### config.mk
export PLATFORM = sky130hd
export DESIGN_NAME = hazard_unit
export DESIGN_NICKNAME = d
export VERILOG_FILES = /design/src/rtl/cpu_ctrl_pkg.sv /design/src/rtl/hazard_detect.sv /design/src/rtl/hazard_unit.sv
export SDC_FILE = /design/constraint.sdc
export NUM_CORES = 1
export LEC_CHECK = 0
export ABC_AREA = 1
export CORE_ASPECT_RATIO = 1.1
export CORE_MARGIN = 3
export CORE_UTILIZATION = 33
export DETAILED_ROUTE_END_ITERATION = 7
export PLACE_DENSITY_LB_ADDON = 0.3
export SLEW_MARGIN = 20
export SYNTH_ARGS = -nofsm -noshare
export SYNTH_HDL_FRONTEND = slang
export SYNTH_SLANG_ARGS = --single-unit
### constraint.sdc
create_clock -name clk -period 4.85 [get_ports clk]
set_clock_uncertainty 0.15 [all_clocks]
set_input_delay 0.97 -clock clk [delete_from_list [all_inputs] [get_ports clk]]
set_output_delay 0.97 -clock clk [all_outputs]
set_load 0.01 [all_outputs]
### src/rtl/cpu_ctrl_pkg.sv
// Shared control-block definitions: hazard FSM states, register-zero constant,
// default drain length and performance-counter width.
package cpu_ctrl_pkg;

  typedef enum logic [1:0] {
    RUN    = 2'd0,
    STALL  = 2'd1,
    FREEZE = 2'd2,
    DRAIN  = 2'd3
  } ctrlState_t;

  localparam logic [3:0] REG_ZERO = 4'd0;

  localparam int DEF_DRAIN_CYCLES = 4;
  localparam int DEF_CNT_W        = 16;

  // A source depends on a producer only when it is really read, the producer
  // really writes it, and the register is not the hardwired zero.
  function automatic logic regMatch(input logic qual, input logic [3:0] src,
                                    input logic [3:0] rd, input logic flag);
    return qual && flag && (rd != REG_ZERO) && (src == rd);
  endfunction

endpackage

### src/rtl/hazard_detect.sv
// Combinational dependency check for the ID instruction: returns the number of
// stall cycles (0..2) that EX-stage forwarding cannot hide.
module hazard_detect
  import cpu_ctrl_pkg::*;
(
  input  logic [3:0] Rs_ID,
  input  logic [3:0] Rt_ID,
  input  logic       UsesRs_ID,
  input  logic       UsesRt_ID,
  input  logic       BranchReg_ID,
  input  logic [3:0] Rd_EX,
  input  logic       RegWrite_EX,
  input  logic       MemRead_EX,
  input  logic [3:0] Rd_MEM,
  input  logic       MemRead_MEM,
  output logic [1:0] stallK
);

  logic loadUse;
  logic branchEx;
  logic branchMem;

  always_comb begin
    loadUse   = regMatch(UsesRs_ID, Rs_ID, Rd_EX, MemRead_EX) ||
                regMatch(UsesRt_ID, Rt_ID, Rd_EX, MemRead_EX);
    // Branches compare in ID, so any EX producer (ALU or load) blocks them.
    branchEx  = regMatch(BranchReg_ID, Rs_ID, Rd_EX, RegWrite_EX || MemRead_EX) ||
                regMatch(BranchReg_ID, Rt_ID, Rd_EX, RegWrite_EX || MemRead_EX);
    branchMem = regMatch(BranchReg_ID, Rs_ID, Rd_MEM, MemRead_MEM) ||
                regMatch(BranchReg_ID, Rt_ID, Rd_MEM, MemRead_MEM);

    // NOTE: stallK gets a default first so no path through this block can infer a latch.
    stallK = 2'd0;
    if (loadUse || branchMem || (branchEx && !MemRead_EX)) stallK = 2'd1;
    if (branchEx && MemRead_EX) stallK = 2'd2;
  end

endmodule

### src/rtl/hazard_unit.sv
// Pipeline stall/flush/freeze/drain controller for the 5-stage CPU.
// Optional stall performance counter: define HAZARD_PERF_CNT_EN.
module hazard_unit
  import cpu_ctrl_pkg::*;
#(
  parameter int DRAIN_CYCLES = DEF_DRAIN_CYCLES,
  parameter int CNT_W        = DEF_CNT_W
) (
  input  logic             clk,
  input  logic             rst,
  input  logic [3:0]       Rs_ID,
  input  logic [3:0]       Rt_ID,
  input  logic             UsesRs_ID,
  input  logic             UsesRt_ID,
  input  logic             BranchReg_ID,
  input  logic             BranchTaken_ID,
  input  logic             Halt_ID,
  input  logic [3:0]       Rd_EX,
  input  logic             RegWrite_EX,
  input  logic             MemRead_EX,
  input  logic [3:0]       Rd_MEM,
  input  logic             MemRead_MEM,
  input  logic             IMemBusy,
  input  logic             DMemBusy,
  output logic             PCWrite,
  output logic             IFIDWrite,
  output logic             IFIDFlush,
  output logic             IDEXBubble,
  output logic             Freeze,
  output logic             Halted
`ifdef HAZARD_PERF_CNT_EN
  ,
  output logic [CNT_W-1:0] StallCount
`endif
);

  localparam int CB = ($clog2(DRAIN_CYCLES) < 2) ? 2 : $clog2(DRAIN_CYCLES);
  // The HLT acceptance cycle is the first drain cycle, so it is not counted again.
  localparam logic [CB-1:0] DRAIN_LOAD = CB'(DRAIN_CYCLES - 2);

  ctrlState_t    state, nextState, savedState;
  logic [CB-1:0] cnt, nextCnt, savedCnt;
  logic [1:0]    stallK;
  logic          detectStall;
  logic          acceptHalt;
  logic          haltedQ;

  hazard_detect u_detect (
    .Rs_ID        (Rs_ID),
    .Rt_ID        (Rt_ID),
    .UsesRs_ID    (UsesRs_ID),
    .UsesRt_ID    (UsesRt_ID),
    .BranchReg_ID (BranchReg_ID),
    .Rd_EX        (Rd_EX),
    .RegWrite_EX  (RegWrite_EX),
    .MemRead_EX   (MemRead_EX),
    .Rd_MEM       (Rd_MEM),
    .MemRead_MEM  (MemRead_MEM),
    .stallK       (stallK)
  );

  assign detectStall = (state == RUN) && (stallK != 2'd0);
  assign acceptHalt  = (state == RUN) && Halt_ID && (stallK == 2'd0);
  assign Halted      = haltedQ;

  always_comb begin
    nextState = state;
    nextCnt   = cnt;
    unique case (state)
      RUN: begin
        // k=1 is covered entirely by the detection cycle; only k=2 needs STALL.
        if (stallK > 2'd1) begin
          nextState = STALL;
          nextCnt   = CB'(stallK - 2'd1);
        end else if (acceptHalt) begin
          nextState = DRAIN;
          nextCnt   = DRAIN_LOAD;
        end
      end
      STALL: begin
        if (cnt <= CB'(1)) begin
          nextState = RUN;
          nextCnt   = '0;
        end else begin
          nextCnt = cnt - CB'(1);
        end
      end
      DRAIN: begin
        if (cnt != '0) nextCnt = cnt - CB'(1);
      end
      FREEZE: begin
        nextState = savedState;
        nextCnt   = savedCnt;
      end
      default: begin
        nextState = RUN;
        nextCnt   = '0;
      end
    endcase
  end

  always_ff @(posedge clk or posedge rst) begin
    if (rst) begin
      state      <= RUN;
      cnt        <= '0;
      savedState <= RUN;
      savedCnt   <= '0;
      haltedQ    <= 1'b0;
    end else if (DMemBusy) begin
      // NOTE: sequential state uses non-blocking assignments so every flop samples pre-edge values.
      if (state != FREEZE) begin
        // A RUN cycle already acted on its detection/HLT, so save its outcome;
        // stalls and drains hold their count while frozen.
        savedState <= (state == RUN) ? nextState : state;
        savedCnt   <= (state == RUN) ? nextCnt : cnt;
      end
      state <= FREEZE;
    end else begin
      state <= nextState;
      cnt   <= nextCnt;
      if (nextState == DRAIN && nextCnt == '0) haltedQ <= 1'b1;
    end
  end

  always_comb begin
    PCWrite    = 1'b1;
    IFIDWrite  = 1'b1;
    IFIDFlush  = 1'b0;
    IDEXBubble = 1'b0;
    Freeze     = 1'b0;
    if (rst) begin
      PCWrite    = 1'b0;
      IFIDWrite  = 1'b0;
      IFIDFlush  = 1'b1;
      IDEXBubble = 1'b1;
    end else if (state == FREEZE) begin
      Freeze    = 1'b1;
      PCWrite   = 1'b0;
      IFIDWrite = 1'b0;
    end else if (detectStall || state == STALL) begin
      PCWrite    = 1'b0;
      IFIDWrite  = 1'b0;
      IDEXBubble = 1'b1;
    end else if (state == DRAIN || acceptHalt) begin
      PCWrite   = 1'b0;
      IFIDFlush = 1'b1;
    end else if (BranchTaken_ID) begin
      IFIDFlush = 1'b1;
    end else if (IMemBusy) begin
      PCWrite   = 1'b0;
      IFIDFlush = 1'b1;
    end
  end

`ifdef HAZARD_PERF_CNT_EN
  always_ff @(posedge clk or posedge rst) begin
    if (rst) begin
      StallCount <= '0;
    end else if (!PCWrite && !haltedQ && (StallCount != '1)) begin
      StallCount <= StallCount + CNT_W'(1);
    end
  end
`endif

endmodule

run_1/m3.png
Scale: 8 px per um. Cells faint in the background.
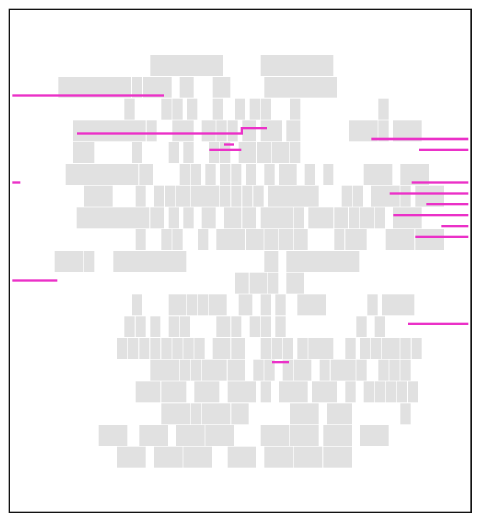
wire length on this layer: 120 um
longest straight run: 20.5 um
final wirelength: 2477 um
number of vias after detailed routing: 1084
M3 GR Usage: 4.339%

run_1/pinout.png
Scale: 8 px per um. Pins as bars across the die edge, other pins in grey.
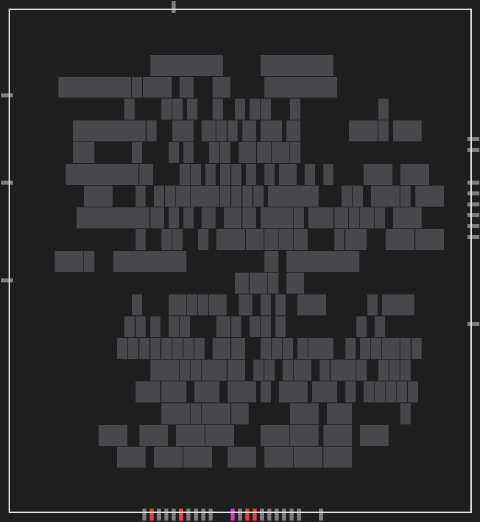
legend:
  magenta:
    port: `BranchReg_ID`
    pins: 1
    direction: input
    edge: bottom
  red:
    port: `Rs_ID`
    pins: 4
    direction: input
    edge: bottom
all pins by edge: 21 bottom, 9 right, 3 left, 1 top
IO buf count: 33
chip height: 62.71 um

==> notes.md, run 1 <==
The run finished with clean final reports. The number of clock buffers added by TritonCTS is 3. Core utilization before placement: 36.56%. The launch point of the worst register-to-register path is recorded as state[0]. The share of the Yosys chip area taken by registers is 23.35%. Number of placed instances, taps included: 228. The launching element of the worst setup path was Rd_EX[2]. The placement summary gives the final routability congestion estimate as 0.8535.

The die covers 3609 um2. Measured against its own limit, the worst slew margin works out to 72.48%. On the final layout, the worst hold slack is 309.6 ps.

The run gives 12.44% for the layout cell share with drive strength beyond 1. CTS placed an instance of clkbuf_4 at the clock tree root. The sort of element at the start of the critical path was an input pin. The placement row count was 19; the number of antenna violations at the first check in global routing was 0. The portion of synthesized area spent on multiplexers is 0%. The final period utilization was 86.76%. The main area contributors are dfrtp_1 (23%), nand2_1 (23%), inv_1 (10%).

The pre-CTS setup slack was 637.8 ps; the post-cts resize count was 0. In the synthesized netlist, the dominant kind of combinational cell is simple AND/OR/NAND/NOR gates. Worst hold path class: flop to flop. Cell taking the most area after synthesis: dfrtp_1. Per the detail_route report, vias per standard cell equal 4.672. The minimum period implied by the final worst setup slack is 4208 ps, and the reported leakage power is 0.7059 nW. With the post-place instance area at 1334 um2, the data arrival time of the critical path is 3090 ps. With the overall power after layout at 0.4145 mW, the total number of yosys warnings is 0. For this run, design rule violations remaining after detail routing come to 0.

With the register-to-register setup slack at 3130 ps, the count of instantiated cells in the yosys netlist is 164. Summing the areas of all and, or, nand and nor instances in the mapped netlist gives 49.68% of the synthesized area. The run gives 0 for the number of pins exceeding their max-slew limit in the final report. For the final routed database, the setup TNS stands at 0 ps. The arithmetic-cell share of the synthesized area counting full adders, half adders and majority gates is 0%.
run_1/congestion_map.png
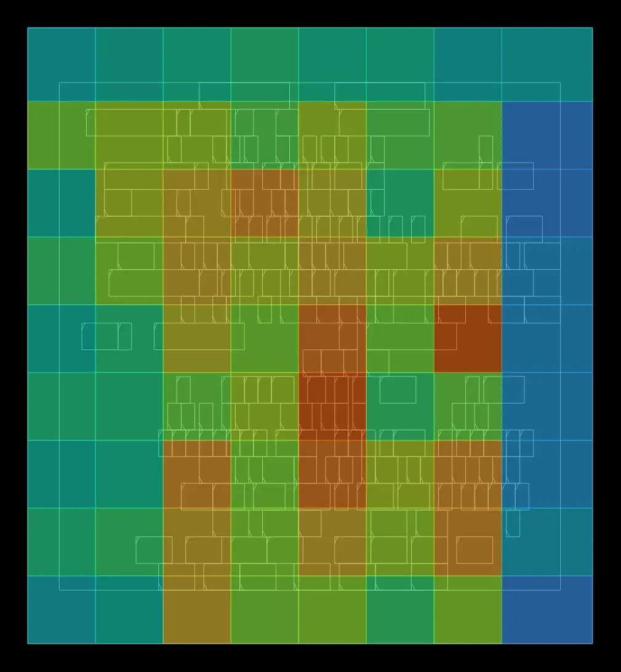
post-layout util: 51.59%
global-route layer with the greatest usage: met2
GRT Total Usage: 14.35%

## run 1: placed cells by master, fill, tap and decap left out, types with 2 or more instances in the layout
master	synthesis	final
a21oi_1	3	3
clkinv_1	2	2
dfrtp_1	9	9
clkbuf_4	0	3
clkdlybuf4s50_1	0	33
nand2_2	4	4
nand3_2	2	2
inv_1	26	26
inv_2	3	3
nand2_1	58	58
o21ai_1	5	5
xnor2_1	4	4
xor2_1	4	4
nor2_2	7	7
nor2_1	16	16
nand3_1	10	10
nor2_4	2	2
## run 1: report_power, final
group / switching, mW / leakage, nW / total [mW] / internal [mW]
combinational: 0.131 / 0.582 / 0.233 / 0.102
sequential: 0.0211 / 0.106 / 0.123 / 0.102
clock: 0.0278 / 0.0177 / 0.0583 / 0.0305
## run 1: layout make-up
type | count | area, um2
Clock buffer | 3 | 22.52
Clock inverter | 1 | 5.005
Fill cell | 269 | 1277
Inverter | 31 | 116.4
Multi-Input combinational cell | 124 | 623.1
Sequential cell | 9 | 225.2
Tap cell | 31 | 38.79
Timing Repair Buffer | 33 | 330.3
## run 1: kinds of logic (layout without fill, tap and decap cells)
| logic type | Yosys count | after routing |
|---|---|---|
| buffers and inverters | 31 | 68 |
| flip-flops | 9 | 9 |
| AND/OR/NAND/NOR | 103 | 103 |
| XOR/XNOR | 8 | 8 |
| AND-OR/OR-AND | 13 | 13 |
## run 1: metal layers
metal  vias up  wire (um)  global-route usage, %
met5         -          0                      0
met4         0          0                 0.8696
met3         0        119                  4.339
met2        21       1190                  23.45
met1       491       1167                  19.32
li1        572          -                      -
## run 1: worst register-to-register path: stages (launching register included)
cell and delay (ps):
dfrtp_1 470, nor2_2 260, inv_1 100, nor2_2 140, nand3_4 140, nand2_2 80
nand2_1 60, nand2_1 80, nor2_1 50, nand2_1 50, nand2_1 40
run_1/route_heat.png
Scale: 6 px per um. 12 x 13 tiles, from dark blue (low) to red (high), scaled to the fullest tile. Values are wire area over tile area, all layers added.
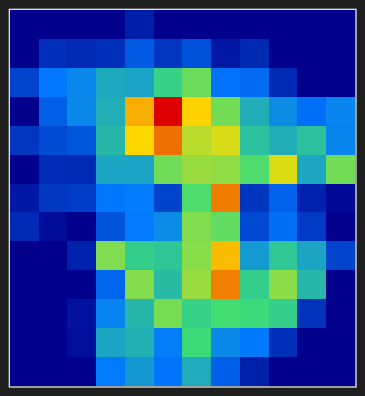

==> run 1 -> run 2 <==
- CORE_UTILIZATION: 33 -> 48
run_2/route_heat.png
Scale: 8 px per um. 10 x 11 tiles, from dark blue (low) to red (high), scaled to the fullest tile. Values are wire area over tile area, all layers added.
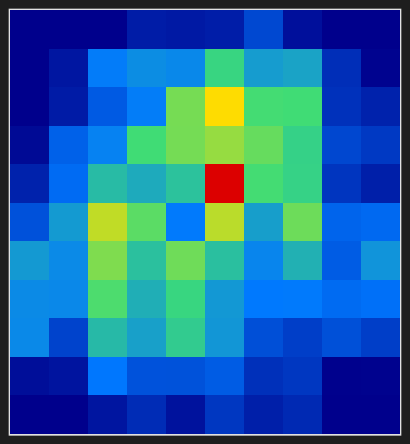
densest ninth of the die: centre
nearly empty tiles: 13%
mean over tiles: 0.16
fullest tile: 0.63
Wirelength per Cell: 11.34 um
GRT Total Usage: 22.29%
number of vias after detailed routing: 1119
final wirelength: 2586 um

run_2/congestion_map.png
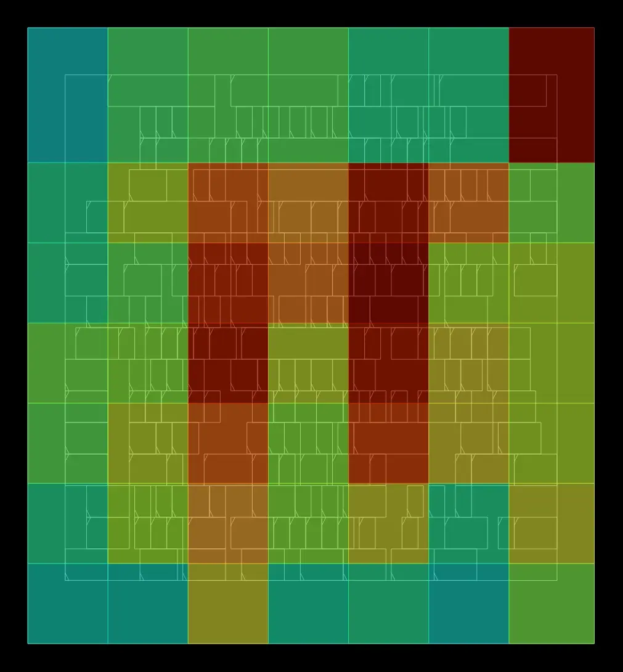
met1 layer usage reported by global route: 21.96%
M3 GR Usage: 5.352%
met2 Track Usage GR: 44.12%
post-layout util: 73.57%

==> notes.md, run 2 <==
The vias per cell was 4.908; the portion of total power attributed to combinational logic was 55.5%. The floorplan step records an initial core utilization of 52.38%. The final-layout setup total negative slack was 0 ps.

The number of buffers and inverters on the critical path is 3. Dividing the final minimum period by the clock period gives 86.56%. In this run, post-CTS repair resized a total of 0 instances. In the final report, the number of endpoints failing setup comes to 0.

The CTS report gives the tree buffer count as 3. Sequential cell fraction of total power: 29.8%. Looking at the clock tree report, the root buffer type is clkbuf_4. The worst path in the final design needs a cycle of 4198 ps, including I/O delays and setup. Checking hold timing, the worst path is listed with class flop to flop. The post-detailed-route DRC marker count is 0. Leaving out fill and tap cells, the most frequent cells in the layout are nand2_1 (58), clkdlybuf4s50_1 (33), inv_1 (26).

The max-slew headroom at the worst pin is 72.83%. The logs give 0 for the number of antenna violations at the first check in global routing and 156 for the filler cell count in the final layout. The run gives 33 for the tally of buffers added on design ports.

The critical path endpoint has a required time of 3730 ps. The timing report gives the biggest stage delay along the critical path as 550 ps. Total power for the finished layout comes to 0.4215 mW. Synthesis produced a netlist with a net count of 192. The run gives 53.02 um for the vertical extent of the die. The tools report the synthesis area per yosys as 964.7 um2. STA classifies the critical path startpoint as an input pin.

The run gives 1169 for the number of global-route vias before repair. For the data arrival time of the critical path, the log shows 3080 ps. Total net switching power: 0.1858 mW. Per the OpenROAD power report, leakage power amounts to 0.7032 nW. The internal power of the cells totals 0.2358 mW. The synthesis report lists the Yosys warning total as 0. The chip occupies 2584 um2.

Layout cell share with drive strength beyond 1: 11.94%. The layout report lists the combined flip-flop and latch area as 225.2 um2. The count of instantiated cells in the yosys netlist is 164.

The synthesis report lists the most area-consuming cells as dfrtp_1 (23%), nand2_1 (23%), inv_1 (10%). In the post-synthesis netlist, the cell with the most instances is nand2_1. Counting only logic cells after layout, the most numerous master is nand2_1. The run gives 623.1 um2 as the combined area of the multi-input logic cells. The run finished with clean final reports.

According to the floorplan log, the row count is 16. The cell taking the most area after synthesis was dfrtp_1. The clock network fraction of total power is 14.7%, and the number of pins exceeding their max-slew limit in the final report is 0.
run_2/m2.png
Scale: 10 px per um. Cells faint in the background.
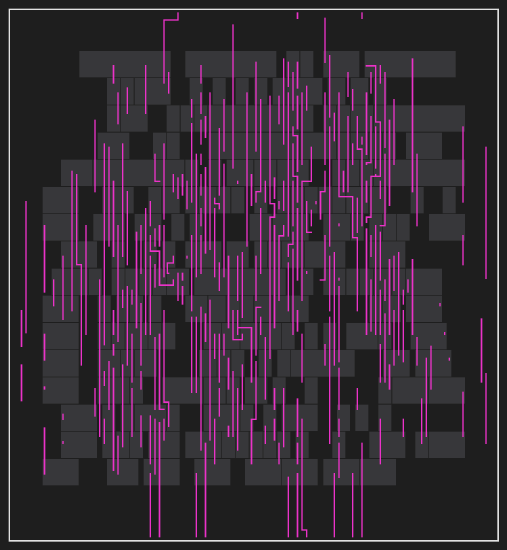
share of all routed wire: 53%
longest straight run: 20.1 um
wire length on this layer: 1360 um
main direction: vertical

run 2: netlist changes by cell type in the layout (fill, tap and decap cells not counted), sizes merged:
cell and change:
clkinv -1, clkbuf +1
run 2: per-stage QoR:
stage	utilization (%)	hold WS (ps)	cell area (um2)	instances	worst slack, ps
2_1_floorplan	-	299.2	964.7	164	1714
6_report	73.57	309.2	1355	228	651.7
4_1_cts	73.57	316.4	1355	228	644.2
3_5_place_dp	72.15	299.2	1329	224	647.2
3_3_place_gp	72.15	296.1	1329	224	726.1
5_1_grt	73.57	330.5	1355	228	434.5
run 2: final timing paths:
path / from / end / slack, ps / cells after the start
setup reg to reg: state[0] / Halted / 3090 / 9
setup / recovery: Rd_EX[0] / PCWrite / 650 / 13
hold reg to reg: Halted / Halted / 310 / 2
hold / removal: Halted / Halted / 310 / 2
max in group asynchronous: rst / cnt[1] / 3390 / 2
min in group asynchronous: rst / savedState[1] / 870 / 2
run 2: power by group through the flow:
stage	logic [mW]	clock network (mW)	registers, mW
after floorplan	0.154	0	0.119
after global placement	0.224	0	0.125
after detailed placement	0.233	0	0.126
after CTS	0.234	0.0617	0.125
after global routing	0.264	0.0662	0.128
final	0.234	0.0619	0.126
run 2: cell families (layout without fill, tap and decap cells):
family	Yosys count	in the layout	share of synthesized area [%]
simple gates	103	103	49.68
xor+xnor	8	8	7.263
flops	9	9	23.35
buf+inv	31	68	12.06
compound gates	13	13	7.652
run 2: layer usage:
layer	track usage (%)	up-vias	wire, um
met3	5.352	9	130
met4	10.43	0	47
met5	0	-	0
met2	44.12	37	1364
li1	-	576	-
met1	21.96	497	1043
run 2: layout make-up:
type                    instances  share of cell area [%]
multi-input cells             124                   45.98
repair buffers                 33                   24.38
flip-flops and latches          9                   16.62
inverters                      31                   8.587
well taps                      27                   2.493
clock buffers                   4                   1.939
==> run 2 -> run 3 <==
- SETUP_SLACK_MARGIN: unset -> 0.05
- TNS_END_PERCENT: unset -> 10
run_3/m3.png
Scale: 10 px per um. Cells faint in the background.
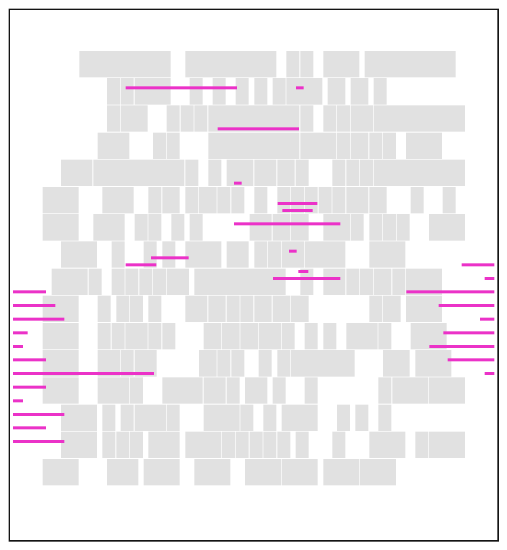

run_3/pinout.png
Scale: 10 px per um. Pins as bars across the die edge, other pins in grey.
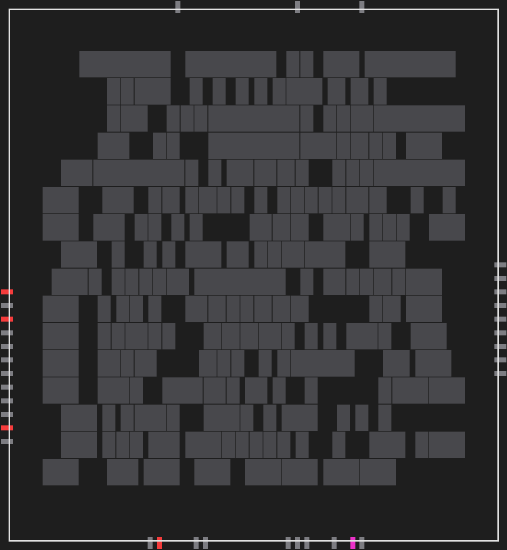
legend:
  red:
    port: `Rs_ID`
    pins: 4
    direction: input
    edge: 3 left, 1 bottom
  magenta:
    port: `BranchReg_ID`
    pins: 1
    direction: input
    edge: bottom
all pins by edge: 12 left, 10 bottom, 9 right, 3 top
chip height: 53.02 um
Die Width: 48.75 um

==> notes.md, run 3 <==
The flow ran to the end, and the final reports show no timing, DRC or antenna violations. The fraction of area in clock buffers and inverters came out at 1.939%. During placement, the flow inserted port buffers numbering 33. Buffers inserted during clock tree synthesis total 3.

The number of antenna violations at the first check in global routing was 0. For the core utilization before placement, the log shows 52.38%. The synthesis report lists the most area-consuming cells as dfrtp_1 (23%), nand2_1 (23%), inv_1 (10%). Top routing layer in use: met4.

For the number of global-route vias before repair, the log shows 1169. The run gives 1119 for the count of vias placed by the detailed router. The portion of total power attributed to combinational logic came out at 55.5%. The layout has 156 filler cells.

The tools report the register cell area after layout as 225.2 um2. For this run, the final setup violation count is recorded as 0. Per the detail_route report, routed wire per instance is 11.34 um. The number of sequential cells in the layout is 9. With the number of buffers other than clock buffers in the final layout at 33, the inverter count of the layout excluding clock inverters is 31.

Number of buffers and inverters on the critical path: 3. In the synthesized netlist, mux cells make up 0% of the area. Cell internal power was estimated by the tool at 0.2358 mW.
run_3/congestion_map.png
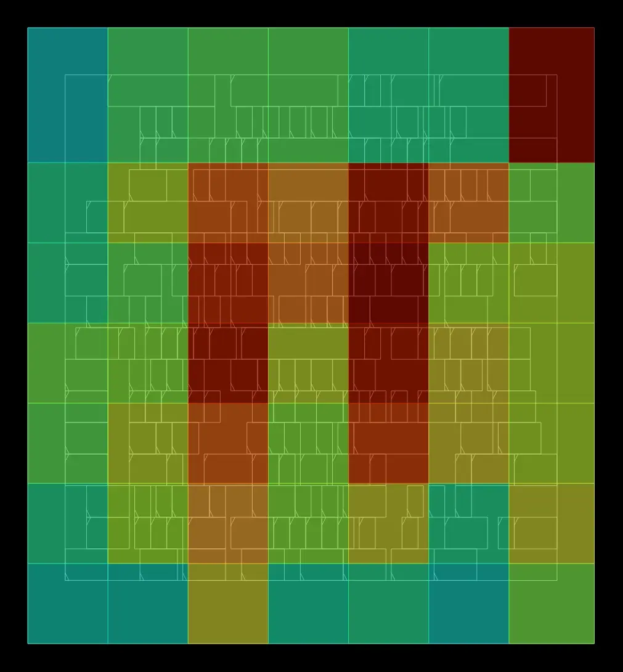

-- run 3: cell counts in the layout (fill, tap and decap cells not counted) --
No cell type changed its count.
-- run 3: power groups by stage --
| stage | Clock, mW | Combinational (mW) | Sequential, mW |
|---|---|---|---|
| 3_3_place_gp | 0 | 0.224 | 0.125 |
| 4_1_cts | 0.0617 | 0.234 | 0.125 |
| 2_1_floorplan | 0 | 0.154 | 0.119 |
| 3_5_place_dp | 0 | 0.233 | 0.126 |
| 6_report | 0.0619 | 0.234 | 0.126 |
| 5_1_grt | 0.0662 | 0.264 | 0.128 |
-- run 3: per-layer routing --
layer / vias up / track usage [%]
met3: 9 / 5.352
li1: 576 / -
met4: 0 / 10.43
met1: 497 / 21.96
met2: 37 / 44.12
met5: - / 0
-- run 3: per-stage QoR --
step                hold slack (ps)  power [mW]  instance area (um2)
floorplan                     299.2      0.2725                964.7
global placement              296.1      0.3486                 1329
detailed placement            299.2      0.3590                 1329
CTS                           316.4      0.4206                 1355
global route                  330.5      0.4581                 1355
finish                        309.2      0.4215                 1355
-- run 3: final timing paths --
path | from | end | slack, ps | cells past startpoint
setup / recovery | Rd_EX[0] | PCWrite | 650 | 13
hold / removal | Halted | Halted | 310 | 2
setup reg to reg | state[0] | Halted | 3090 | 9
hold reg to reg | Halted | Halted | 310 | 2
max in group asynchronous | rst | cnt[1] | 3390 | 2
min in group asynchronous | rst | savedState[1] | 870 | 2
-- run 3: worst reg2reg max path, cell delays in order (launching register included) --
cell and delay (ps):
dfrtp_1 480, nor2_2 250, inv_1 110, nor2_2 140, nand3_4 140, nand2_2 120, nand3_2 80, nor2_1 120
nand2_1 60, nand2_1 50
Power and IR drop assume default switching activity.
